===== config.mk =====
export PLATFORM = sky130hd
export DESIGN_NAME = mac_result_collector
export DESIGN_NICKNAME = d
export VERILOG_FILES = /design/src/rtl/mac_result_collector.sv
export SDC_FILE = /design/constraint.sdc
export NUM_CORES = 1
export LEC_CHECK = 0
export CAP_MARGIN = 20
export CORE_UTILIZATION = 63
export CTS_CLUSTER_SIZE = 10
export DETAILED_ROUTE_END_ITERATION = 8
export GPL_TIMING_DRIVEN = 0
export PLACE_DENSITY = 0.89
export SLEW_MARGIN = 20
export SYNTH_ARGS = -nofsm -noshare
export SYNTH_HDL_FRONTEND = slang
export SYNTH_SLANG_ARGS = --single-unit
export TNS_END_PERCENT = 10

===== constraint.sdc =====
create_clock -name clk -period 6.1 [get_ports clk]
set_input_delay 1.22 -clock clk [delete_from_list [all_inputs] [get_ports clk]]
set_output_delay 1.22 -clock clk [all_outputs]
set_load 0.05 [all_outputs]

===== src/rtl/mac_result_collector.sv =====
`default_nettype none
// ============================================================================
// Module      : mac_result_collector
// Description : Collects four result groups (4 rows x 18 bits each) from a MAC
//               unit into a 16-entry store, then unloads the 16 words over a
//               valid/ready port as 16-bit values with index 0..15.
//
// Ports       : clk        - clock, rising edge
//               rst        - asynchronous active-low reset
//               web_in     - result-group strobe from the MAC unit
//               mu1_in..mu4_in - per-row 18-bit accumulators
//               clr        - synchronous abort/clear
//               out_ready  - downstream accepts out_data
//               out_valid  - out_data/out_idx valid
//               out_data   - 16-bit result word
//               out_idx    - result index 0..15
//               frame_done - one-cycle pulse after entry 15 is accepted
//               busy       - high whenever not collecting
//               overrun    - sticky: web_in seen while not collecting
//
// Config      : RESULT_SAT_EN defined   -> 18-to-16 unsigned saturation
//               RESULT_SAT_EN undefined -> drop the two LSBs
//
// Revision    : 1.0 - initial release
// ============================================================================
module mac_result_collector (
    input  logic        clk,
    input  logic        rst,
    input  logic        web_in,
    input  logic [17:0] mu1_in,
    input  logic [17:0] mu2_in,
    input  logic [17:0] mu3_in,
    input  logic [17:0] mu4_in,
    input  logic        clr,
    input  logic        out_ready,
    output logic        out_valid,
    output logic [15:0] out_data,
    output logic [3:0]  out_idx,
    output logic        frame_done,
    output logic        busy,
    output logic        overrun
);

    localparam logic [1:0] C_COLLECT = 2'd0;
    localparam logic [1:0] C_WRITE   = 2'd1;
    localparam logic [1:0] C_UNLOAD  = 2'd2;

    logic [1:0]       r_state;
    logic [1:0]       r_grp;
    logic [1:0]       r_wcnt;
    logic [3:0]       r_rp;
    logic             r_frame_done;
    logic             r_overrun;
    logic [3:0][17:0] r_mu_d;   // element 0 holds row 1
    logic [3:0][17:0] r_h;
    logic [17:0]      r_mem [0:15];

    logic [17:0]      w_rd;
    logic [15:0]      w_conv;

    // ------------------------------------------------------------------------
    // Control path. The MAC clears its accumulators on the edge that raises
    // web_in, so the group is taken from the one-cycle-delayed copy.
    // ------------------------------------------------------------------------
    always_ff @(posedge clk or negedge rst) begin
        if (!rst) begin
            r_state      <= C_COLLECT;
            r_grp        <= 2'd0;
            r_wcnt       <= 2'd0;
            r_rp         <= 4'd0;
            r_frame_done <= 1'b0;
            r_overrun    <= 1'b0;
            r_mu_d       <= '0;
            r_h          <= '0;
        end else begin
            r_mu_d       <= {mu4_in, mu3_in, mu2_in, mu1_in};
            r_frame_done <= 1'b0;
            if (clr) begin
                r_state   <= C_COLLECT;
                r_grp     <= 2'd0;
                r_wcnt    <= 2'd0;
                r_rp      <= 4'd0;
                r_overrun <= 1'b0;
            end else begin
                if (web_in && (r_state != C_COLLECT)) begin
                    r_overrun <= 1'b1;
                end
                case (r_state)
                    C_COLLECT: begin
                        if (web_in) begin
                            r_h     <= r_mu_d;
                            r_wcnt  <= 2'd0;
                            r_state <= C_WRITE;
                        end
                    end
                    C_WRITE: begin
                        r_wcnt <= r_wcnt + 2'd1;
                        if (r_wcnt == 2'd3) begin
                            r_grp   <= r_grp + 2'd1;
                            r_state <= (r_grp == 2'd3) ? C_UNLOAD : C_COLLECT;
                        end
                    end
                    C_UNLOAD: begin
                        if (out_ready) begin
                            r_rp <= r_rp + 4'd1;
                            if (r_rp == 4'd15) begin
                                r_state      <= C_COLLECT;
                                r_frame_done <= 1'b1;
                            end
                        end
                    end
                    default: r_state <= C_COLLECT;
                endcase
            end
        end
    end

    // Result store: no reset, contents are always rewritten before unloading.
    always_ff @(posedge clk) begin
        if ((r_state == C_WRITE) && !clr) begin
            r_mem[{r_grp, r_wcnt}] <= r_h[r_wcnt];
        end
    end

    assign w_rd = r_mem[r_rp];

`ifdef RESULT_SAT_EN
    assign w_conv = (|w_rd[17:16]) ? 16'hFFFF : w_rd[15:0];
`else
    assign w_conv = w_rd[17:2];
`endif

    assign out_valid  = (r_state == C_UNLOAD);
    // Forced to zero outside UNLOAD so the idle/reset value is defined.
    assign out_data   = out_valid ? w_conv : 16'd0;
    assign out_idx    = r_rp;
    assign frame_done = r_frame_done;
    assign busy       = (r_state != C_COLLECT);
    assign overrun    = r_overrun;

endmodule
`default_nettype wire

==> flow_summary.rst, run 1 <==
Synthesis and place-and-route
=============================

.. list-table::
   :header-rows: 1

   * - Metric
     - Value
   * - Post-synthesis async set-or-reset flop share
     - 35.4%
   * - Vias post-DR
     - 8,174
   * - Tapcell Cnt
     - 319
   * - Yosys stat cell total
     - 803
   * - Count of pins over their slew limit
     - 0
   * - Worst path buffer plus inverter count
     - 3
   * - Number of cells on the critical path
     - 7
   * - Leading cell types by count after synthesis
     - sky130_fd_sc_hd__edfxtp_1, sky130_fd_sc_hd__dfrtp_1, sky130_fd_sc_hd__mux2_2, sky130_fd_sc_hd__mux2i_1, sky130_fd_sc_hd__o22ai_1
   * - Largest combinational cell category by area
     - multiplexers
   * - Crit path DRT
     - 4.88 ns
   * - Library cell used as clock root buffer
     - sky130_fd_sc_hd__clkbuf_16
   * - Area leader share
     - 50.7%
   * - Most common library cell in the layout ignoring fill and taps
     - sky130_fd_sc_hd__edfxtp_1
   * - Setup repair after global routing missed its margin
     - no
   * - Wire length of the first global-routing pass
     - 50,400 µm
   * - Xor/xnor share
     - 0.231%
   * - Most used flip-flop cell after synthesis
     - sky130_fd_sc_hd__edfxtp_1
   * - Highest-count cells in the layout ignoring fill and taps
     - sky130_fd_sc_hd__edfxtp_1, sky130_fd_sc_hd__dfrtp_1, sky130_fd_sc_hd__mux2_2
   * - Initial DRC count
     - 769
   * - Start-to-end type of the worst setup path
     - reg -> out
   * - Post-Synth AOI/OAI Area
     - 3.43%
   * - CP top delay family
     - buffers and inverters
   * - Global Route met3 Usage
     - 6.03%
   * - Count of flip-flops with a built-in enable after synthesis
     - 256
   * - Post-DR vias/cell
     - 6.36
   * - # H-tree levels
     - 2
   * - Post-synthesis cell count
     - 803
   * - TritonCTS clock tree
     - done
   * - FF-to-FF setup slack
     - 3.38 ns
   * - Number of stages on the worst hold path
     - 1
   * - Crit path launch type
     - flip-flop
   * - Worst r2r dst
     - r_mem[8][6]
   * - Amount of wire on met2 after detailed routing
     - 17,300 µm
   * - Total design power
     - 5.95 mW
   * - Fp util
     - 64.4%
   * - Peak supply drop
     - 0.274 mV
   * - First drt pass iteration count
     - 5
   * - Area contributors post-synth
     - sky130_fd_sc_hd__edfxtp_1, sky130_fd_sc_hd__dfrtp_1, sky130_fd_sc_hd__mux2_2
   * - Area fraction in mux cells
     - 16.5%
   * - Total of warnings raised by yosys
     - 0
   * - Status
     - finished, final reports clean
[run 1: power groups by stage]
| stage | sequential, mW | clock, mW | combinational [mW] |
|---|---|---|---|
| 2_1_floorplan | 3.19 | 0 | 0.224 |
| 3_3_place_gp | 3.20 | 0 | 0.359 |
| 3_5_place_dp | 3.21 | 0 | 0.387 |
| 4_1_cts | 3.17 | 2.38 | 0.398 |
| 5_1_grt | 3.18 | 2.50 | 0.426 |
| 6_report | 3.17 | 2.38 | 0.397 |
[run 1: state kept, by name, summed over array words and instances (netlist names)]
signal and cells:
frame_done 1, r_mem 256, overrun 1, r_state 2, r_mu_d 64, r_grp 2, r_h 64, r_wcnt 2
out_idx 4
**Run 1: sequential cells grouped by signal name**

Other sequential cells in the stronger grey, the rest of the logic in the fainter grey.
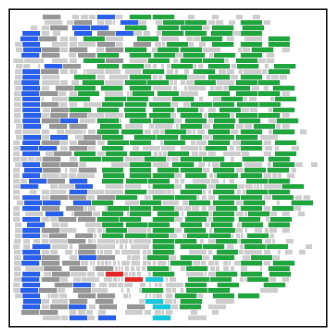
- cyan: `out_idx` (placed flops 4; where bottom centre)
- red: `r_grp` (placed flops 2)
- blue: `r_mu_d` (placed flops 64; where a column on the left)
- green: `r_mem` (placed flops 256)
fraction of area in registers: 62.9%
Final Util: 75.6%
total area of sequential cells: 11,200 µm²
sequential logic power: 3.17 mW

**Run 1: clock wires, drivers and flops**

The bar under the picture is 50 µm long.
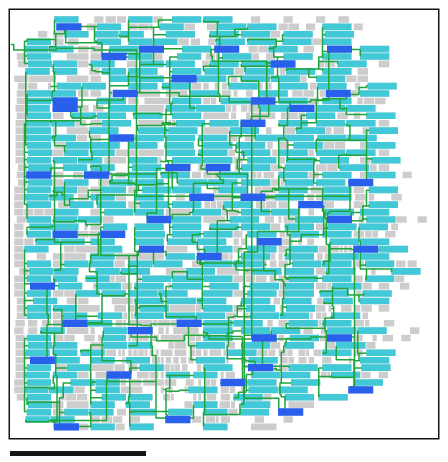
- cyan: flip-flops (count 396)
- blue: cells driving clock nets (count 45)
- green: clock wires (length 4,240 µm)
- flops lie: all over the die

**Run 1: ports around the boundary**

Pins as bars across the die edge, other pins in grey.
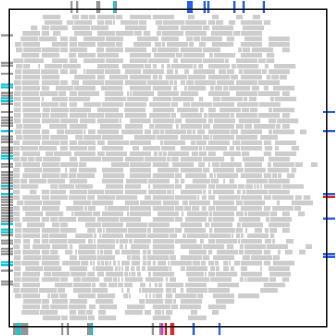
- blue: `out_data` (pins 16; direction output; edge 8 top, 6 right, 2 bottom)
- red: `out_idx` (pins 4; direction output; edge 3 bottom, 1 right)
- magenta: `out_ready` (pins 1; direction input; edge bottom)
- cyan: `mu2_in` (pins 18; direction input; edge 14 left, 3 bottom, 1 top)
- all pins by edge: 59 left, 21 bottom, 14 top, 7 right
die width: 157 µm
Port Buffers: 92
Die Span Y: 157 µm

**Run 1: routed metal, one colour a layer**

The bar under the picture is 50 µm long.
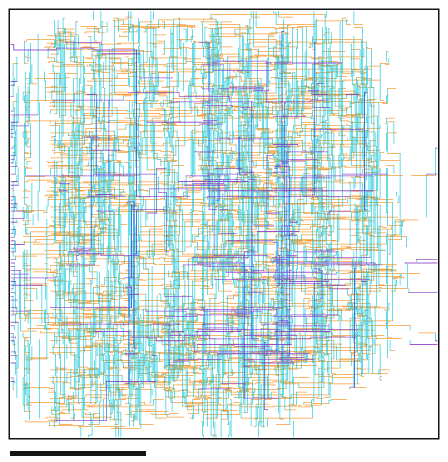
- blue: met4 (wire length 1,160 µm)
- purple: met3 (wire length 2,540 µm)
- cyan: met2 (wire length 17,300 µm)
- orange: met1 (wire length 12,400 µm)

==> run 2: changes to the inputs <==
Settings changed: CORE_UTILIZATION 63 to 53, PLACE_DENSITY 0.89 to 0.81.
Clock period 6.1 ns to 4 ns, I/O delays scaled along.
==> flow_summary.rst, run 2 <==
Synthesis and place-and-route
=============================

.. list-table::
   :header-rows: 1

   * - Metric
     - Value
   * - Die width
     - 171 µm (+8.9%)
   * - Fraction of the mapped netlist area in simple logic gates
     - 2.95%
   * - Number of cells on the critical path
     - 6 (-1)
   * - TritonCTS clock tree
     - done
   * - Pin count of the biggest net entering global routing
     - 107
   * - Remaining design rule violation count
     - 0
   * - Most congested layer reported by global routing
     - met2
   * - Fill cells
     - 1,888
   * - Post-DR vias/cell
     - 5.78 (-9.1%)
   * - Most common library cell in the layout ignoring fill and taps
     - sky130_fd_sc_hd__edfxtp_1
   * - Sequential share of power
     - 53.5%
   * - Die Span Y
     - 171 µm (+8.9%)
   * - Max reg flops
     - 256 (unchanged)
   * - Number of buffers on the longest clock path
     - 3
   * - Amount of wire on met2 after detailed routing
     - 15,300 µm (-12%)
   * - Total of cells resized after clock tree synthesis
     - 13
   * - Yosys stat cell total
     - 803 (unchanged)
   * - Residual overflow from global routing
     - 0
   * - Total of warnings raised by yosys
     - 0 (unchanged)
   * - Final min period
     - 3.94 ns
   * - Count of pins over their slew limit
     - 0 (unchanged)
   * - Total design power
     - 9.01 mW (+51%)
   * - Largest combinational cell category by area
     - multiplexers
   * - Highest-count cells in the layout ignoring fill and taps
     - sky130_fd_sc_hd__edfxtp_1, sky130_fd_sc_hd__dfrtp_1, sky130_fd_sc_hd__mux2_2
   * - Number of endpoints with negative hold slack in the final report
     - 0
   * - FF-to-FF setup slack
     - 1.40 ns (-1.98 ns)
   * - Antenna fix cells
     - 0
   * - Clk. pwr
     - 3.61 mW (+52%)
   * - Netlist cell types
     - 45
   * - Count of flip-flops with a built-in enable after synthesis
     - 256 (unchanged)
   * - Fp util
     - 54.3% (-10 points)
   * - Port Buffers
     - 92 (unchanged)
   * - # H-tree levels
     - 2 (unchanged)
   * - Max power group
     - sequential cells
   * - Global Route met3 Usage
     - 3.84% (-2.2 points)
   * - Post-synthesis cell count
     - 803 (unchanged)
   * - Area contributors post-synth
     - sky130_fd_sc_hd__edfxtp_1, sky130_fd_sc_hd__dfrtp_1, sky130_fd_sc_hd__mux2_2
   * - Most used flip-flop cell after synthesis
     - sky130_fd_sc_hd__edfxtp_1
   * - Max layer used
     - met4
   * - Wire length of the first global-routing pass
     - 46,500 µm (-7.7%)
   * - Power in combinational cells
     - 0.580 mW (+46%)
   * - Crit path DRT
     - 3.20 ns (-1.68 ns)
   * - Area fraction in mux cells
     - 16.5% (unchanged)
   * - Floorplan Core Area
     - 27,900 µm²
   * - Post-synth net total
     - 889
   * - Setup repair bufs after CTS
     - 0
   * - Final cell count without fillers
     - 1,343
   * - Peak supply drop
     - 0.392 mV (+43%)
   * - Post-Synth AOI/OAI Area
     - 3.43% (unchanged)
   * - Start-to-end type of the worst setup path
     - reg -> out
   * - Initial DRC count
     - 592 (-23%)
   * - First drt pass iteration count
     - 5 (unchanged)
   * - Post-placement cell area
     - 16,600 µm²
   * - Largest register by flop count
     - r_mem
   * - Maximum clock rate
     - 254 MHz
   * - Xor/xnor share
     - 0.231% (unchanged)
   * - Leading cell types by count after synthesis
     - sky130_fd_sc_hd__edfxtp_1, sky130_fd_sc_hd__dfrtp_1, sky130_fd_sc_hd__mux2_2, sky130_fd_sc_hd__mux2i_1, sky130_fd_sc_hd__o22ai_1
   * - CP top delay family
     - buffers and inverters
   * - Post-synthesis async set-or-reset flop share
     - 35.4% (unchanged)
   * - Library cell used as clock root buffer
     - sky130_fd_sc_hd__clkbuf_16
   * - Critical-path cell with the highest stage delay
     - sky130_fd_sc_hd__clkdlybuf4s50_1
   * - Worst hold margin
     - 0.119 ns
   * - Setup repair after global routing missed its margin
     - no
   * - Critical path data arrival time
     - 3.14 ns
   * - Worst path buffer plus inverter count
     - 3 (unchanged)
   * - Area leader share
     - 50.7% (unchanged)
   * - Largest registers
     - r_mem x256, r_h x64, r_mu_d x64
   * - Vias post-DR
     - 7,768 (-5.0%)
   * - Sum of met3 wire segment lengths after detailed routing
     - 1930 µm
   * - End point of the critical path
     - out_data[13]
   * - Global-route track usage on met2
     - 36.2%
   * - Worst R2R Start
     - r_state[1]
   * - Total negative setup slack
     - 0 ns
   * - Status
     - finished, final reports clean
   * - Crit path launch type
     - flip-flop
   * - Depth of the worst register-to-register path
     - 4
   * - Worst r2r dst
     - r_mem[11][9]
   * - Met1 Usage GRT
     - 28.4%
run 2: netlist changes by cell type in the layout (fill, tap and decap cells not counted), sizes merged:
cell and change:
clkdlybuf4s50 -12, dlygate4sd2 +9, dlymetal6s2s +2, clkdlybuf4s15 +1
clkinv -1
run 2: layout make-up:
type / count / area (µm²) / share of cell area (%)
multi-input combinational: 359 / 3620 / 20.3
buffer: 42 / 335 / 1.88
sequential: 396 / 11200 / 62.6
clock buffer: 68 / 1260 / 7.08
inverter: 6 / 22.5 / 0.126
clock inverter: 1 / 8.76 / 0.0490
timing repair buffer: 93 / 947 / 5.30
tap: 378 / 473 / 2.65
**Run 2: sequential cells grouped by signal name**

Other sequential cells in the stronger grey, the rest of the logic in the fainter grey.
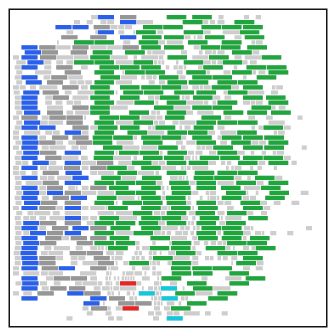
- blue: `r_mu_d` (placed flops 64; where a column on the left)
- cyan: `out_idx` (placed flops 4; where bottom centre)
- green: `r_mem` (placed flops 256)
- red: `r_grp` (placed flops 2)
Final Util: 64.0%
sequential logic power: 4.82 mW

==> run 3: changes to the inputs <==
Settings changed: CORE_ASPECT_RATIO from default to 0.5.
==> flow_summary.rst, run 3 <==
Synthesis and place-and-route
=============================

.. list-table::
   :header-rows: 1

   * - Metric
     - Value
   * - Status
     - finished, final reports clean
   * - Die Span Y
     - 122 µm (-29%)
   * - Final cell count without fillers
     - 1,345 (+0.15%)
   * - Post-synthesis cell count
     - 803 (unchanged)
   * - Number of buffers outside the clock class in the layout
     - 135 (unchanged)
   * - Largest registers
     - r_mem x256, r_h x64, r_mu_d x64
   * - Tapcell Cnt
     - 382 (+1.1%)
   * - Worst path buffer plus inverter count
     - 3 (unchanged)
   * - Fraction of area in registers
     - 62.6% (about the same)
   * - Fp util
     - 54.3% (about the same)
   * - Antenna fix cells
     - 0 (unchanged)
   * - Residual overflow from global routing
     - 0 (unchanged)
   * - Max reg flops
     - 256 (unchanged)
   * - Critical-path cell with the highest stage delay
     - sky130_fd_sc_hd__dfrtp_1
   * - Fill cells
     - 1,812 (-4.0%)
   * - Cell group occupying the most layout area
     - sequential cells
   * - Maximum clock rate
     - 257 MHz (+1.1%)
   * - Global Route met3 Usage
     - 4.65% (+0.81 points)
   * - Largest register by flop count
     - r_mem
   * - Relative area of clock buffers and inverters in the final design
     - 7.17% (+0.044 points)
   * - Floorplan Core Area
     - 27,900 µm² (about the same)
   * - Setup repair bufs after CTS
     - 0 (unchanged)
   * - Yosys stat cell total
     - 803 (unchanged)
   * - Share of final layout cell area taken by non-clock buffers
     - 7.17% (about the same)
   * - Amount of wire on met2 after detailed routing
     - 15,700 µm (+2.6%)
   * - Library cell used as clock root buffer
     - sky130_fd_sc_hd__clkbuf_16
   * - CP top delay family
     - buffers and inverters
   * - Total design power
     - 9.08 mW (+0.81%)
   * - Post-synth net total
     - 889 (unchanged)
   * - Critical path data arrival time
     - 3.09 ns (-0.05 ns)
   * - Area of the multi-input gates
     - 3620 µm² (unchanged)
   * - Crit path launch type
     - flip-flop
   * - Vias post-DR
     - 7,851 (+1.1%)
   * - Initial DRC count
     - 817 (+38%)
   * - Count of flip-flops with a built-in enable after synthesis
     - 256 (unchanged)
   * - Setup repair after global routing missed its margin
     - no
   * - Wire length of the first global-routing pass
     - 48,600 µm (+4.5%)
   * - Total of cells resized after clock tree synthesis
     - 13 (unchanged)
   * - Post-placement cell area
     - 16,600 µm² (about the same)
   * - Start-to-end type of the worst setup path
     - reg -> out
   * - Post-DR vias/cell
     - 5.84 (+0.92%)
   * - Registers
     - 396 (unchanged)
   * - Pin count of the biggest net entering global routing
     - 108 (+0.93%)
   * - Number of inverters outside the clock class in the layout
     - 6 (unchanged)
   * - Count of pins over their slew limit
     - 0 (unchanged)
   * - Worst r2r dst
     - r_mem[12][17]
   * - Number of cells on the critical path
     - 7 (+1)
   * - Peak supply drop
     - 0.308 mV (-22%)
-- run 3: cell families (layout without fill, tap and decap cells) --
kind of cell | count (synthesis) | after routing | synth area share (%)
DFF | 396 | 396 | 73.8
muxes | 191 | 191 | 16.5
buffers and inverters | 48 | 208 | 2.34
adders and majority gates | 9 | 9 | 0.742
and+or+nand+nor | 81 | 81 | 2.95
AOI/OAI and AO/OA | 74 | 74 | 3.43
xor gates and xnor gates | 4 | 4 | 0.231
-- run 3: power by group --
group / switching (mW) / total (mW) / internal [mW]
combinational: 0.353 / 0.602 / 0.249
sequential: 0.0827 / 4.82 / 4.74
clock: 1.47 / 3.66 / 2.19
total: 1.91 / 9.08 / 7.17
**Run 3: sequential cells grouped by signal name**

Other sequential cells in the stronger grey, the rest of the logic in the fainter grey.
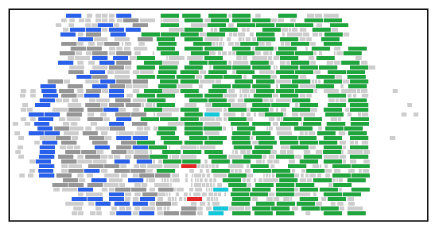
- green: `r_mem` (placed flops 256)
- blue: `r_mu_d` (placed flops 64; where a column on the left)
- cyan: `out_idx` (placed flops 4)
- red: `r_grp` (placed flops 2)


==> gallery <==
Clock routing.
shot_01.png
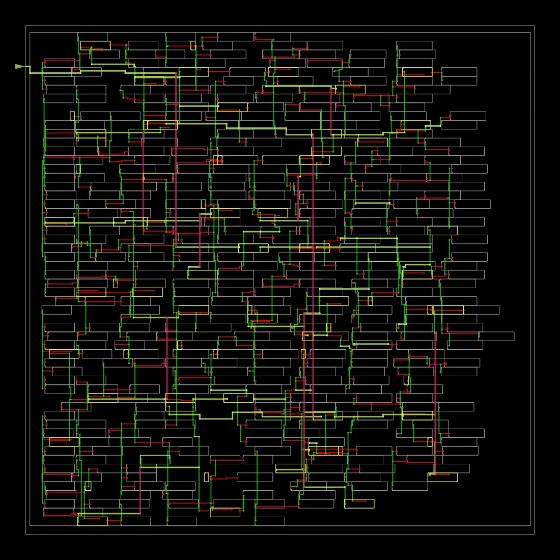
shot_02.png
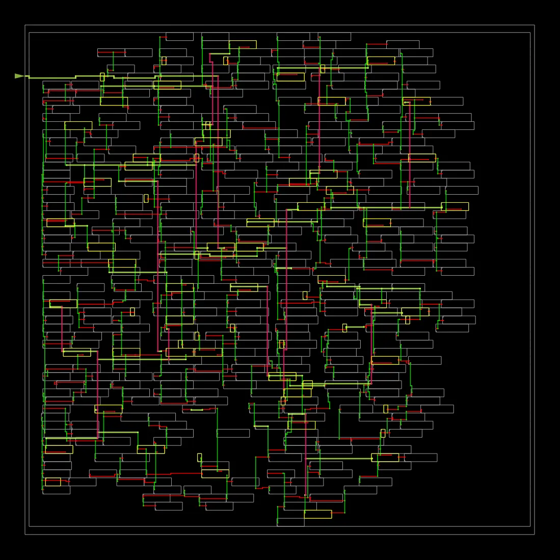
shot_03.png
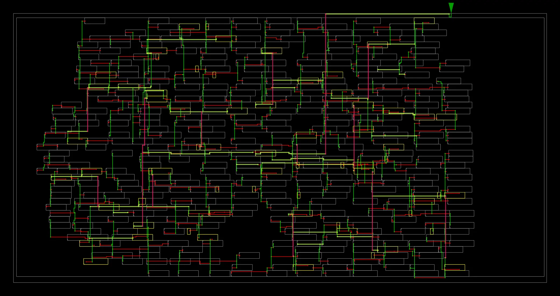
| picture | from |
|---|---|
| shot_03.png | run 3 |
| shot_01.png | run 1 |
| shot_02.png | run 2 |

Power and IR drop assume default switching activity.
